**src/rtl/multimode_bram_port_arbiter.sv**
```systemverilog
// multimode_bram_port_arbiter
// Selects one of NUM_MODES requester bundles and drives a banked BRAM array
// through one register stage. Mode changes use a request/ack handshake.
// While a change is in progress, the arbiter first drains in-flight reads and
// then switches, so no outstanding read is lost.
//
// Optional build macro: MODE_VIOLATION_CNT_EN
//   When defined, the arbiter adds output viol_cnt[15:0]. It is a saturating
//   count of cycles in which a non-owning mode drives any we/re bit. During
//   DRAIN/SWITCH, every mode counts as non-owning.
//
// state  | meaning
// -------+-----------------------------------------------------------------
// ACTIVE | cur_mode bundle forwarded; mode requests accepted
// DRAIN  | we/re gated off; wait READ_LATENCY cycles and for rd_valid == 0
// SWITCH | cur_mode takes the latched id; ack is issued on return to ACTIVE
module multimode_bram_port_arbiter #(
    parameter int DW           = 16,
    parameter int NUM_BRAMS    = 16,
    parameter int ADDR_WIDTH   = 10,
    parameter int NUM_MODES    = 2,
    parameter int READ_LATENCY = 1,
    parameter int RESET_MODE   = 0,
    localparam int MODE_W      = $clog2(NUM_MODES)
) (
    input  logic                                     clk,
    input  logic                                     rst,
    input  logic                                     mode_req_valid,
    input  logic [MODE_W-1:0]                        mode_req_id,
    output logic                                     mode_req_ready,
    output logic                                     mode_ack,
    output logic                                     mode_err,
    output logic [MODE_W-1:0]                        cur_mode,
    output logic                                     mode_busy,
    input  logic [NUM_MODES*NUM_BRAMS-1:0]           m_we_flat,
    input  logic [NUM_MODES*NUM_BRAMS*ADDR_WIDTH-1:0] m_waddr_flat,
    input  logic [NUM_MODES*NUM_BRAMS*DW-1:0]        m_din_flat,
    input  logic [NUM_MODES*NUM_BRAMS-1:0]           m_re_flat,
    input  logic [NUM_MODES*NUM_BRAMS*ADDR_WIDTH-1:0] m_raddr_flat,
    output logic [NUM_BRAMS-1:0]                     bram_we,
    output logic [NUM_BRAMS*ADDR_WIDTH-1:0]          bram_waddr_flat,
    output logic [NUM_BRAMS*DW-1:0]                  bram_din_flat,
    output logic [NUM_BRAMS-1:0]                     bram_re,
    output logic [NUM_BRAMS*ADDR_WIDTH-1:0]          bram_raddr_flat,
    output logic [NUM_BRAMS-1:0]                     rd_valid
`ifdef MODE_VIOLATION_CNT_EN
    ,
    output logic [15:0]                              viol_cnt
`endif
);

    localparam int BUS_A = NUM_BRAMS * ADDR_WIDTH;
    localparam int BUS_D = NUM_BRAMS * DW;
    localparam int CNT_W = 3;

    typedef enum logic [1:0] {
        ST_ACTIVE = 2'd0,
        ST_DRAIN  = 2'd1,
        ST_SWITCH = 2'd2
    } state_t;

    state_t                 state;
    logic [MODE_W-1:0]      pend_mode;
    logic [CNT_W-1:0]       drain_cnt;

    logic [NUM_BRAMS-1:0]   sel_we;
    logic [NUM_BRAMS-1:0]   sel_re;
    logic [BUS_A-1:0]       sel_waddr;
    logic [BUS_A-1:0]       sel_raddr;
    logic [BUS_D-1:0]       sel_din;

    logic [NUM_BRAMS-1:0]   rd_pipe [READ_LATENCY];

    // Pick the bundle that belongs to the current mode.
    always_comb begin
        sel_we    = '0;
        sel_re    = '0;
        sel_waddr = '0;
        sel_raddr = '0;
        sel_din   = '0;
        for (int k = 0; k < NUM_MODES; k++) begin
            if (cur_mode == MODE_W'(k)) begin
                sel_we    = m_we_flat[k*NUM_BRAMS +: NUM_BRAMS];
                sel_re    = m_re_flat[k*NUM_BRAMS +: NUM_BRAMS];
                sel_waddr = m_waddr_flat[k*BUS_A +: BUS_A];
                sel_raddr = m_raddr_flat[k*BUS_A +: BUS_A];
                sel_din   = m_din_flat[k*BUS_D +: BUS_D];
            end
        end
    end

    // Mode FSM plus the registered BRAM port. Addresses and data hold their
    // last values outside ACTIVE; only the enables are forced low.
    always_ff @(posedge clk or posedge rst) begin
        if (rst) begin
            state           <= ST_ACTIVE;
            cur_mode        <= MODE_W'(RESET_MODE);
            pend_mode       <= '0;
            drain_cnt       <= '0;
            mode_ack        <= 1'b0;
            mode_err        <= 1'b0;
            bram_we         <= '0;
            bram_re         <= '0;
            bram_waddr_flat <= '0;
            bram_raddr_flat <= '0;
            bram_din_flat   <= '0;
        end else begin
            mode_ack <= 1'b0;
            mode_err <= 1'b0;
            case (state)
                ST_ACTIVE: begin
                    bram_we         <= sel_we;
                    bram_re         <= sel_re;
                    bram_waddr_flat <= sel_waddr;
                    bram_raddr_flat <= sel_raddr;
                    bram_din_flat   <= sel_din;
                    if (mode_req_valid) begin
                        if ({1'b0, mode_req_id} >= (MODE_W+1)'(NUM_MODES)) begin
                            mode_err <= 1'b1;
                        end else if (mode_req_id == cur_mode) begin
                            mode_ack <= 1'b1;
                        end else begin
                            pend_mode <= mode_req_id;
                            drain_cnt <= CNT_W'(READ_LATENCY - 1);
                            state     <= ST_DRAIN;
                        end
                    end
                end
                ST_DRAIN: begin
                    bram_we <= '0;
                    bram_re <= '0;
                    if (drain_cnt == '0) begin
                        if (rd_valid == '0)
                            state <= ST_SWITCH;
                    end else begin
                        drain_cnt <= drain_cnt - 1'b1;
                    end
                end
                ST_SWITCH: begin
                    bram_we  <= '0;
                    bram_re  <= '0;
                    cur_mode <= pend_mode;
                    mode_ack <= 1'b1;
                    state    <= ST_ACTIVE;
                end
                default: state <= ST_ACTIVE;
            endcase
        end
    end

    // Per-bank read-valid delay line: bram_re delayed READ_LATENCY cycles.
    always_ff @(posedge clk or posedge rst) begin
        if (rst) begin
            for (int i = 0; i < READ_LATENCY; i++)
                rd_pipe[i] <= '0;
        end else begin
            rd_pipe[0] <= bram_re;
            for (int i = 1; i < READ_LATENCY; i++)
                rd_pipe[i] <= rd_pipe[i-1];
        end
    end

    assign rd_valid       = rd_pipe[READ_LATENCY-1];
    assign mode_req_ready = (state == ST_ACTIVE);
    assign mode_busy      = (state != ST_ACTIVE);

`ifdef MODE_VIOLATION_CNT_EN
    logic viol_hit;

    // Flag any enable from a mode that does not currently own the array.
    always_comb begin
        viol_hit = 1'b0;
        for (int k = 0; k < NUM_MODES; k++) begin
            if ((state != ST_ACTIVE || cur_mode != MODE_W'(k)) &&
                ((|m_we_flat[k*NUM_BRAMS +: NUM_BRAMS]) ||
                 (|m_re_flat[k*NUM_BRAMS +: NUM_BRAMS])))
                viol_hit = 1'b1;
        end
    end

    // Saturating violation counter, cleared only by reset.
    always_ff @(posedge clk or posedge rst) begin
        if (rst)
            viol_cnt <= '0;
        else if (viol_hit && viol_cnt != 16'hFFFF)
            viol_cnt <= viol_cnt + 16'd1;
    end
`endif

endmodule
```
**config.mk**
```make
export PLATFORM = sky130hd
export DESIGN_NAME = multimode_bram_port_arbiter
export DESIGN_NICKNAME = d
export VERILOG_FILES = /design/src/rtl/multimode_bram_port_arbiter.sv
export SDC_FILE = /design/constraint.sdc
export NUM_CORES = 2
export LEC_CHECK = 0
export ABC_AREA = 1
export CORE_AREA = 2 2 713 715
export CTS_BUF_LIST = sky130_fd_sc_hd__clkbuf_8
export DETAILED_ROUTE_END_ITERATION = 16
export DIE_AREA = 0 0 715 717
export SYNTH_ARGS = -nofsm -noshare
export SYNTH_HDL_FRONTEND = slang
export SYNTH_SLANG_ARGS = --single-unit
```
**constraint.sdc**
```tcl
create_clock -name clk -period 33.3 [get_ports clk]
set_input_delay 9.99 -clock clk [delete_from_list [all_inputs] [get_ports clk]]
set_output_delay 9.99 -clock clk [all_outputs]
set_load 0.02 [all_outputs]
```
Figure 1. Signal wires on met4.
(1 px per um) Supply wires on this layer in gray.
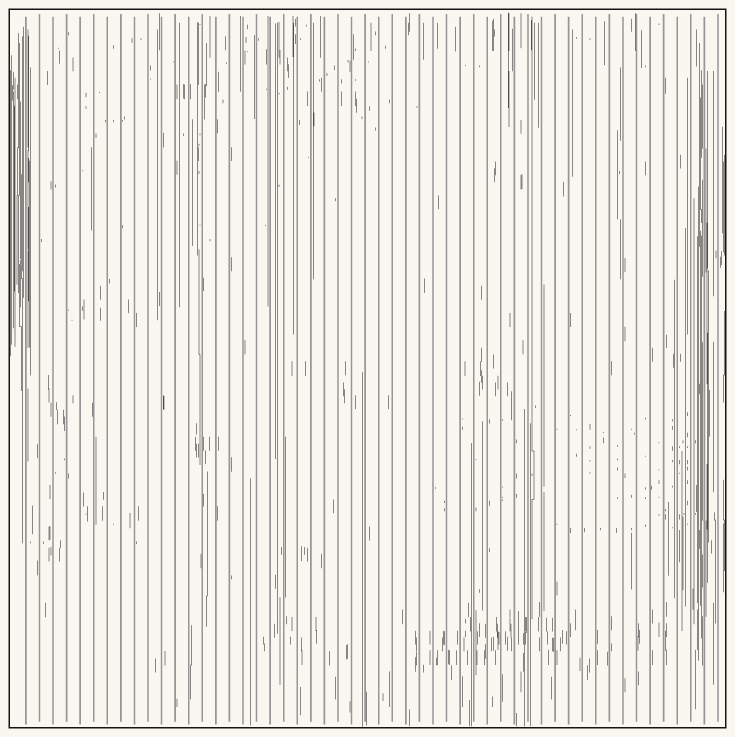
wire length on this layer	22.8 mm
main direction	vertical
share of all routed wire	5.9%
nets with wire on the layer	369
longest straight run	611 um

==> flow_summary.ini <==
; yosys + openroad results
[timing]
tns_ps = 0
clock_skew_ps = 95.98
finalCriticalPeriod_ps = 14000
rsz0062_at_grt = no
finalHoldViolCount = 0
worst_hold_slack_ps = 426.5
fin_ws_ps = 19300
maxSlewHeadroom = 0.2616
setup_viol = 0
slew_viol_final = 0
fin_crit_sh = 0.4204

[drt]
ant_nets = 0
drc = 0
dr_wl_met2_mm = 179.0
wl_met3_mm = 58.70
wl_mm = 386.0
wirelength_met1_mm = 123.5
dr.pass1.iters = 5
top_layer = met5
via_per_inst = 2.940
wl_per_cell_um = 31.99

[layout]
logic_area_sq_um = 10990
drive_gt1_frac = 0.05090
postLayoutCoreUtil = 0.1134
stdcell_area_sq_um = 57220
final-instance-count-excl-fill = 12070
area_growth_pct = 103.5
mostFrequentLayoutCell = clkdlybuf4s50_1
layout_top_cells = clkdlybuf4s50_1, o21ai_0, nand2_1, dfrtp_1, nor2_1
n_fill_cell = 58300

[critical_path]
worstReg2RegStart = state[0]$_DFFE_PP0P_
worstSetupPathType = in -> async
cp_max_fo = 64
cp.depth = 8
timing.rr.end = bram_raddr_flat[152]$_DFFE_PP0P_
crit_buf_inv = 8
cpMostUsedCell = buf_4
required_ps = 34250
rr_worst_depth = 9
reg2reg_slack_ps = 28310
startpoint_type = input port
crit_chain = clkdlybuf4s50_1, inv_8, buf_4, buf_4, buf_4, buf_4, buf_4, buf_4

[pwr]
p_seq_frac = 0.257
p_comb_frac = 0.582
pg_seq_w = 0.00149
p_switching_w = 0.003019
ir_drop_mv = 0.06946
finalPower_w = 0.005782
pwr-share-clk = 0.162
switching_share = 0.5221
power.leakage_nw = 20.73

[global_route]
top_usage_layer = met2
antenna_found_initial = 395
grt_overflow = 0
grt_pass1_wl_mm = 454.2
grt_pass1_vias = 33480
grt_util_met1 = 0.1342
grt_util_met2 = 0.2348
met3_usage = 0.09986

[placed_design]
place_congestion = 0.9115
dpl-instance-area_sq_um = 54230
dpl.hpwl_mm = 339.7
placed_cells = 11740
numPortBuffers = 1847

[clocking]
root_buffer = clkbuf_8
cts.sinks = 632
htreeDepth = 4
numCtsBuffers = 136
hold_buffers = 0
clkTransAtPathRegs_ps = 50
cts-root-to-sink-buffers = 4

[yosys]
area_leaders = dfrtp_1, o21ai_0, nand2_1, nor2_1, o21ai_1
ys_sh_xor = 0.0003115
syn_inst = 3405
yosys.stat.seqShare = 0.5625
syn_nets = 4631
top_cell_area_share = 0.5625
ys_sh_aoi = 0.2180
synthAdderAreaFrac = 0.002670
syn_area_per_cell_sq_um = 8.257
async_flop_share = 1.000
numSynthFlops = 632
ys_chip_area_sq_um = 28110
yosys_warnings = 0
netlist_area_sq_um = 28110
mux_area_frac = 0
top_area_cell = dfrtp_1
ys_top_logic_family = AND-OR/OR-AND gates

[run]
cap_violations = 0
tool_warnings = 65

[die]
core_area_sq_um = 504500
rows = 261
fp_util = 0.05572
ios = 1849

[min_path]
holdPathStages = 0
hp-class = reg -> reg
holdCritStartpoint = bram_re[15]$_DFFE_PP0P_
whs_endpoint = rd_valid[15]$_DFF_PP0_

[status]
status = complete, no violations
Figure 2. Clock wires, drivers and flops.
(1 px per um)
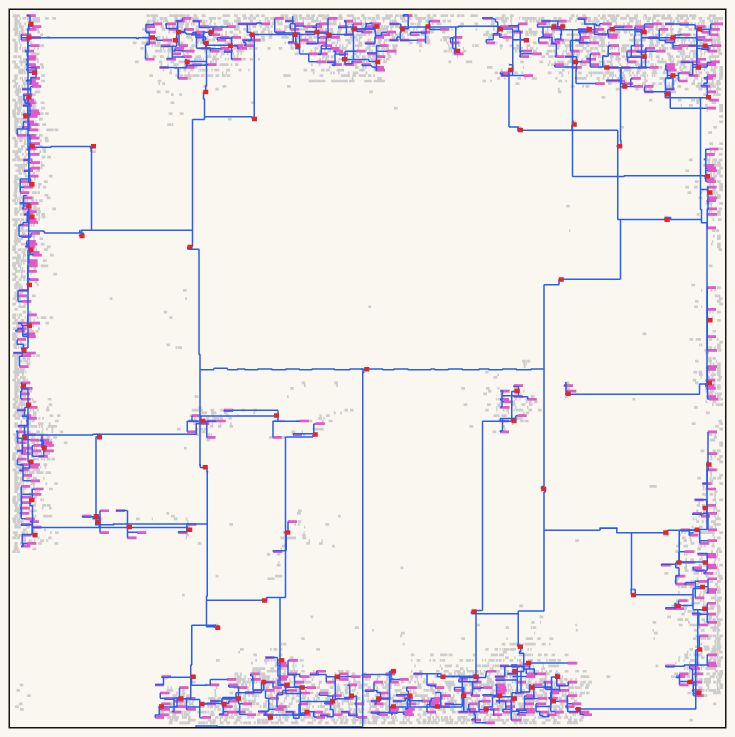
[clock wires] blue | length: 14,900 um
[clock-net drivers] red | count: 136
[flip-flops] magenta | count: 632
flops lie	spread over the die
routed clock nets	137

## flip-flops by register name (all words and copies together) (netlist names)
register         flops
cur_mode             1
pend_mode            1
bram_we             16
bram_raddr_flat    160
bram_waddr_flat    160
bram_din_flat      256
rd_valid            16
state                2
bram_re             16
drain_cnt            3
mode_ack             1
## kinds of logic after synthesis
family,Yosys count
AND/OR/NAND/NOR,1258
flip-flops,632
adder cells (fa/ha/maj),6
other,1
AND-OR/OR-AND,1224
XOR/XNOR,1
buffers and inverters,283
## area by class of cell
class,count,share of cell area
timing repair buffer,1904,0.3313
clock inverter,71,0.01019
antenna,98,0.004286
tap,6706,0.1466
clock buffer,157,0.03776
multi-input combinational,2490,0.1921
inverter,11,0.001268
sequential,632,0.2765
No activity file was given, so power comes from the tool's default toggle rates.
